`src/rtl/vc_rr_arbiter_pkg.sv`:
```
// Shared definitions for the VC round-robin arbiter: FSM encodings and width.
package vc_rr_arbiter_pkg;

    localparam int STATE_W = 3;

    typedef enum logic [STATE_W-1:0] {
        ST_RESET  = 3'd0,
        ST_INIT   = 3'd1,
        ST_IDLE   = 3'd2,
        ST_ACTIVE = 3'd3,
        ST_ERROR  = 3'd4
    } state_t;

endpackage

```
`src/rtl/vc_rr_arbiter_rr_pick.sv`:
```
// Combinational round-robin picker: first requesting index at or after ptr
// (wrapping modulo N) wins; grant is one-hot, grant_idx is its encoding.
module rr_pick #(
    parameter int N  = 4,
    parameter int PW = 2
) (
    input  logic [N-1:0]  req,
    input  logic [PW-1:0] ptr,
    output logic [N-1:0]  grant,
    output logic [PW-1:0] grant_idx,
    output logic          grant_valid
);

    // Candidate index for each scan offset: (ptr + offset) mod N.
    logic [PW-1:0] cand_idx [N];

    genvar gi;
    generate
        for (gi = 0; gi < N; gi++) begin : g_cand
            logic [PW:0] sum;
            assign sum          = {1'b0, ptr} + (PW+1)'(gi);
            assign cand_idx[gi] = (sum >= (PW+1)'(N)) ? PW'(sum - (PW+1)'(N))
                                                      : sum[PW-1:0];
        end
    endgenerate

    // Scan from the farthest offset down so the nearest requester wins last.
    always_comb begin
        grant_valid = 1'b0;
        grant_idx   = '0;
        for (int k = N - 1; k >= 0; k--) begin
            if (req[cand_idx[k]]) begin
                grant_valid = 1'b1;
                grant_idx   = cand_idx[k];
            end
        end
    end

    assign grant = grant_valid ? (N'(1) << grant_idx) : '0;

endmodule

```
`src/rtl/vc_rr_arbiter.sv`:
```
// Per-VC FIFO bank drain: round-robin pops one word per cycle into the egress
// FIFO under almost-full backpressure, owns the FIFO thresholds and the
// sticky datapath error state.
module vc_rr_arbiter
    import vc_rr_arbiter_pkg::*;
#(
    parameter int BW = 6,
    parameter int N  = 4,
    parameter int UW = 16
) (
    input  logic              clk,
    input  logic              reset_L,
    input  logic              init,
    input  logic [UW-1:0]     umbral_bajo_in,
    input  logic [UW-1:0]     umbral_alto_in,
    output logic [UW-1:0]     umbral_bajo,
    output logic [UW-1:0]     umbral_alto,
    input  logic [N-1:0]      fifo_empty,
    input  logic [N-1:0]      fifo_error,
    input  logic [N*BW-1:0]   fifo_data,
    output logic [N-1:0]      fifo_rd,
    input  logic              egress_almost_full,
    output logic [BW-1:0]     data_out,
    output logic              valid_out,
    output logic [STATE_W-1:0] state,
    output logic              idle_out,
    output logic              error_out
);

    localparam int PW = (N > 1) ? $clog2(N) : 1;

    state_t        state_reg, state_next;
    logic [PW-1:0] ptr_reg, ptr_next;
    logic [BW-1:0] data_out_reg;
    logic          valid_out_reg;
    logic [UW-1:0] umbral_bajo_reg, umbral_alto_reg;

    logic          any_error;
    logic          all_empty;
    logic          arb_en;
    logic [N-1:0]  req;
    logic [N-1:0]  grant;
    logic [PW-1:0] grant_idx;
    logic          grant_valid;
    logic [BW-1:0] word [N];

    assign any_error = |fifo_error;
    assign all_empty = &fifo_empty;
    assign arb_en    = (state_reg == ST_ACTIVE) && !egress_almost_full;
    assign req       = arb_en ? ~fifo_empty : '0;

    // Unpack the flat read-data bus into one word per VC.
    genvar gi;
    generate
        for (gi = 0; gi < N; gi++) begin : g_word
            assign word[gi] = fifo_data[gi*BW +: BW];
        end
    endgenerate

    rr_pick #(
        .N  (N),
        .PW (PW)
    ) u_pick (
        .req         (req),
        .ptr         (ptr_reg),
        .grant       (grant),
        .grant_idx   (grant_idx),
        .grant_valid (grant_valid)
    );

    assign fifo_rd = grant;

    // Pointer moves just past the winner so it gets lowest priority next time.
    always_comb begin
        ptr_next = ptr_reg;
        if (grant_valid) begin
            ptr_next = (grant_idx == PW'(N - 1)) ? '0 : grant_idx + PW'(1);
        end
    end

    // Next-state logic; an error flag pre-empts every other transition.
    always_comb begin
        state_next = state_reg;
        case (state_reg)
            ST_RESET: state_next = ST_INIT;
            ST_INIT: begin
                if (any_error)  state_next = ST_ERROR;
                else if (!init) state_next = ST_IDLE;
            end
            ST_IDLE, ST_ACTIVE: begin
                if (any_error)      state_next = ST_ERROR;
                else if (init)      state_next = ST_INIT;
                else if (all_empty) state_next = ST_IDLE;
                else                state_next = ST_ACTIVE;
            end
            ST_ERROR: state_next = ST_ERROR;
            default:  state_next = ST_RESET;
        endcase
    end

    // State, pointer, forwarded word and threshold registers.
    always_ff @(posedge clk or negedge reset_L) begin
        if (!reset_L) begin
            state_reg       <= ST_RESET;
            ptr_reg         <= '0;
            data_out_reg    <= '0;
            valid_out_reg   <= 1'b0;
            umbral_bajo_reg <= '0;
            umbral_alto_reg <= '0;
        end else begin
            state_reg     <= state_next;
            ptr_reg       <= ptr_next;
            valid_out_reg <= grant_valid;
            if (grant_valid) begin
                data_out_reg <= word[grant_idx];
            end
            if (state_reg == ST_INIT) begin
                umbral_bajo_reg <= umbral_bajo_in;
                umbral_alto_reg <= umbral_alto_in;
            end
        end
    end

    assign state       = state_reg;
    assign idle_out    = (state_reg == ST_IDLE);
    assign error_out   = (state_reg == ST_ERROR);
    assign data_out    = data_out_reg;
    assign valid_out   = valid_out_reg;
    assign umbral_bajo = umbral_bajo_reg;
    assign umbral_alto = umbral_alto_reg;

endmodule

```
`config.mk`:
```
export PLATFORM = sky130hd
export DESIGN_NAME = vc_rr_arbiter
export DESIGN_NICKNAME = d
export VERILOG_FILES = /design/src/rtl/vc_rr_arbiter_pkg.sv /design/src/rtl/vc_rr_arbiter_rr_pick.sv /design/src/rtl/vc_rr_arbiter.sv
export SDC_FILE = /design/constraint.sdc
export NUM_CORES = 1
export LEC_CHECK = 0
export CAP_MARGIN = 20
export CORE_MARGIN = 2
export CORE_UTILIZATION = 35
export DETAILED_ROUTE_END_ITERATION = 16
export PLACE_DENSITY = 0.75
export SYNTH_ARGS = -nofsm -noshare
export SYNTH_HDL_FRONTEND = slang
export SYNTH_HIERARCHICAL = 1
export SYNTH_SLANG_ARGS = --single-unit
```
`constraint.sdc`:
```
create_clock -name clk -period 3.32 [get_ports clk]
set_input_delay 0.332 -clock clk [delete_from_list [all_inputs] [get_ports clk]]
set_output_delay 0.332 -clock clk [all_outputs]
set_load 0.05 [all_outputs]
```
==> results.cfg <==
; generated from flow reports
[finish]
buffers = 124
clockBufferCount = 6
regArea_sq_mm = 0.00110

[timing]
slew_headroom = 0.611
period_minus_slack_ps = 3200
worst_pin_slew_ps = 578

[setup_path]
path_cells = or4bb_1, nor2_1, buf_4, a21o_1, a21oi_1, o21a_1, clkdlybuf4s50_1
worst-path-buf-inv = 2
start_kind = flip-flop
critPathCapture = fifo_rd[2]

[grt]
antenna_found_initial = 0
grt_pass1_vias = 1656

[synth]
synth_seq_share = 0.540
top_cell_area_share = 0.540
postSynthAreaPerCell_sq_um = 14.3
ys_chip_area_sq_mm = 0.00204
async_flop_share = 1.00
synthTopCellsByCount = 44 x dfrtp_1, 40 x mux2_2, 11 x nor2_1

[floorplanning]
core_sq_mm = 0.00557

[pwr]
ir_drop_mv = 0.465

[status]
status = completed

[routing]
top_layer_used = met4

[clock_network]
post_cts.repair.setup_buffers = 0
cts.htree.levels = 2
## kinds of logic after synthesis
| logic type | count (synthesis) | synth area share |
|---|---|---|
| and+or+nand+nor | 30 | 0.0810 |
| muxes | 46 | 0.287 |
| buffers and inverters | 8 | 0.0350 |
| AOI/OAI and AO/OA | 14 | 0.0503 |
| adders and majority gates | 1 | 0.00614 |
| DFF | 44 | 0.540 |
## worst reg2reg max path: stages (launching register included)
cell and delay [ps]:
dfrtp_1 470, or4bb_1 570, nor2_1 320, o21bai_1 150, a221oi_2 220, buf_4 230, mux4_2 510, mux2_2 270
## report_power, final
group	leakage [nW]	switching (mW)	internal, mW
sequential	0.540	0.116	0.768
combinational	0.803	1.11	0.742
clock	0.0410	0.163	0.143
total	1.38	1.39	1.65
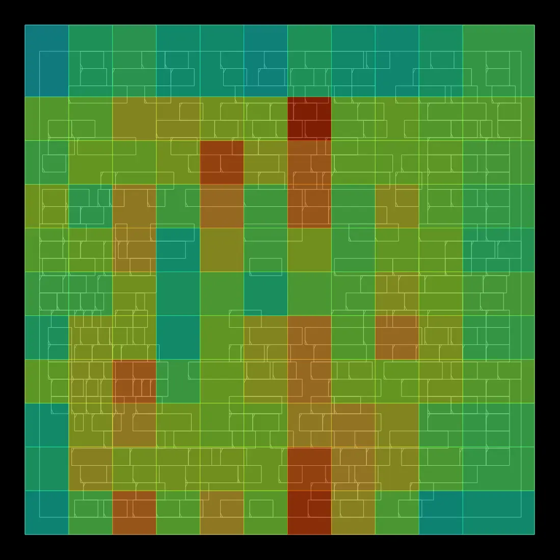
Fig. 1. Congestion heat map.
routed len/inst: 14.4 um
Total Routing Usage GR: 0.154

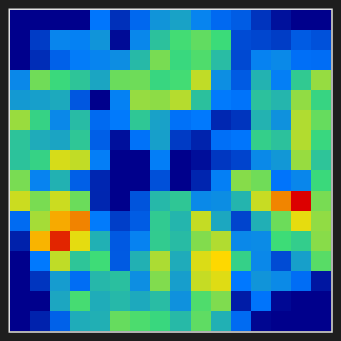
Fig. 2. Wire density map.
Scale: 4 px per um. The die is cut into 16 by 16 equal tiles; dark blue is low, red is high, scaled to the fullest tile. Values are wire area over tile area, all layers added.
- nearly empty tiles: 11%
- mean over tiles: 0.12
- emptiest ninth of the die: centre
DR vias: 1,619
drt total wl: 4890 um

No activity file was given, so power comes from the tool's default toggle rates.
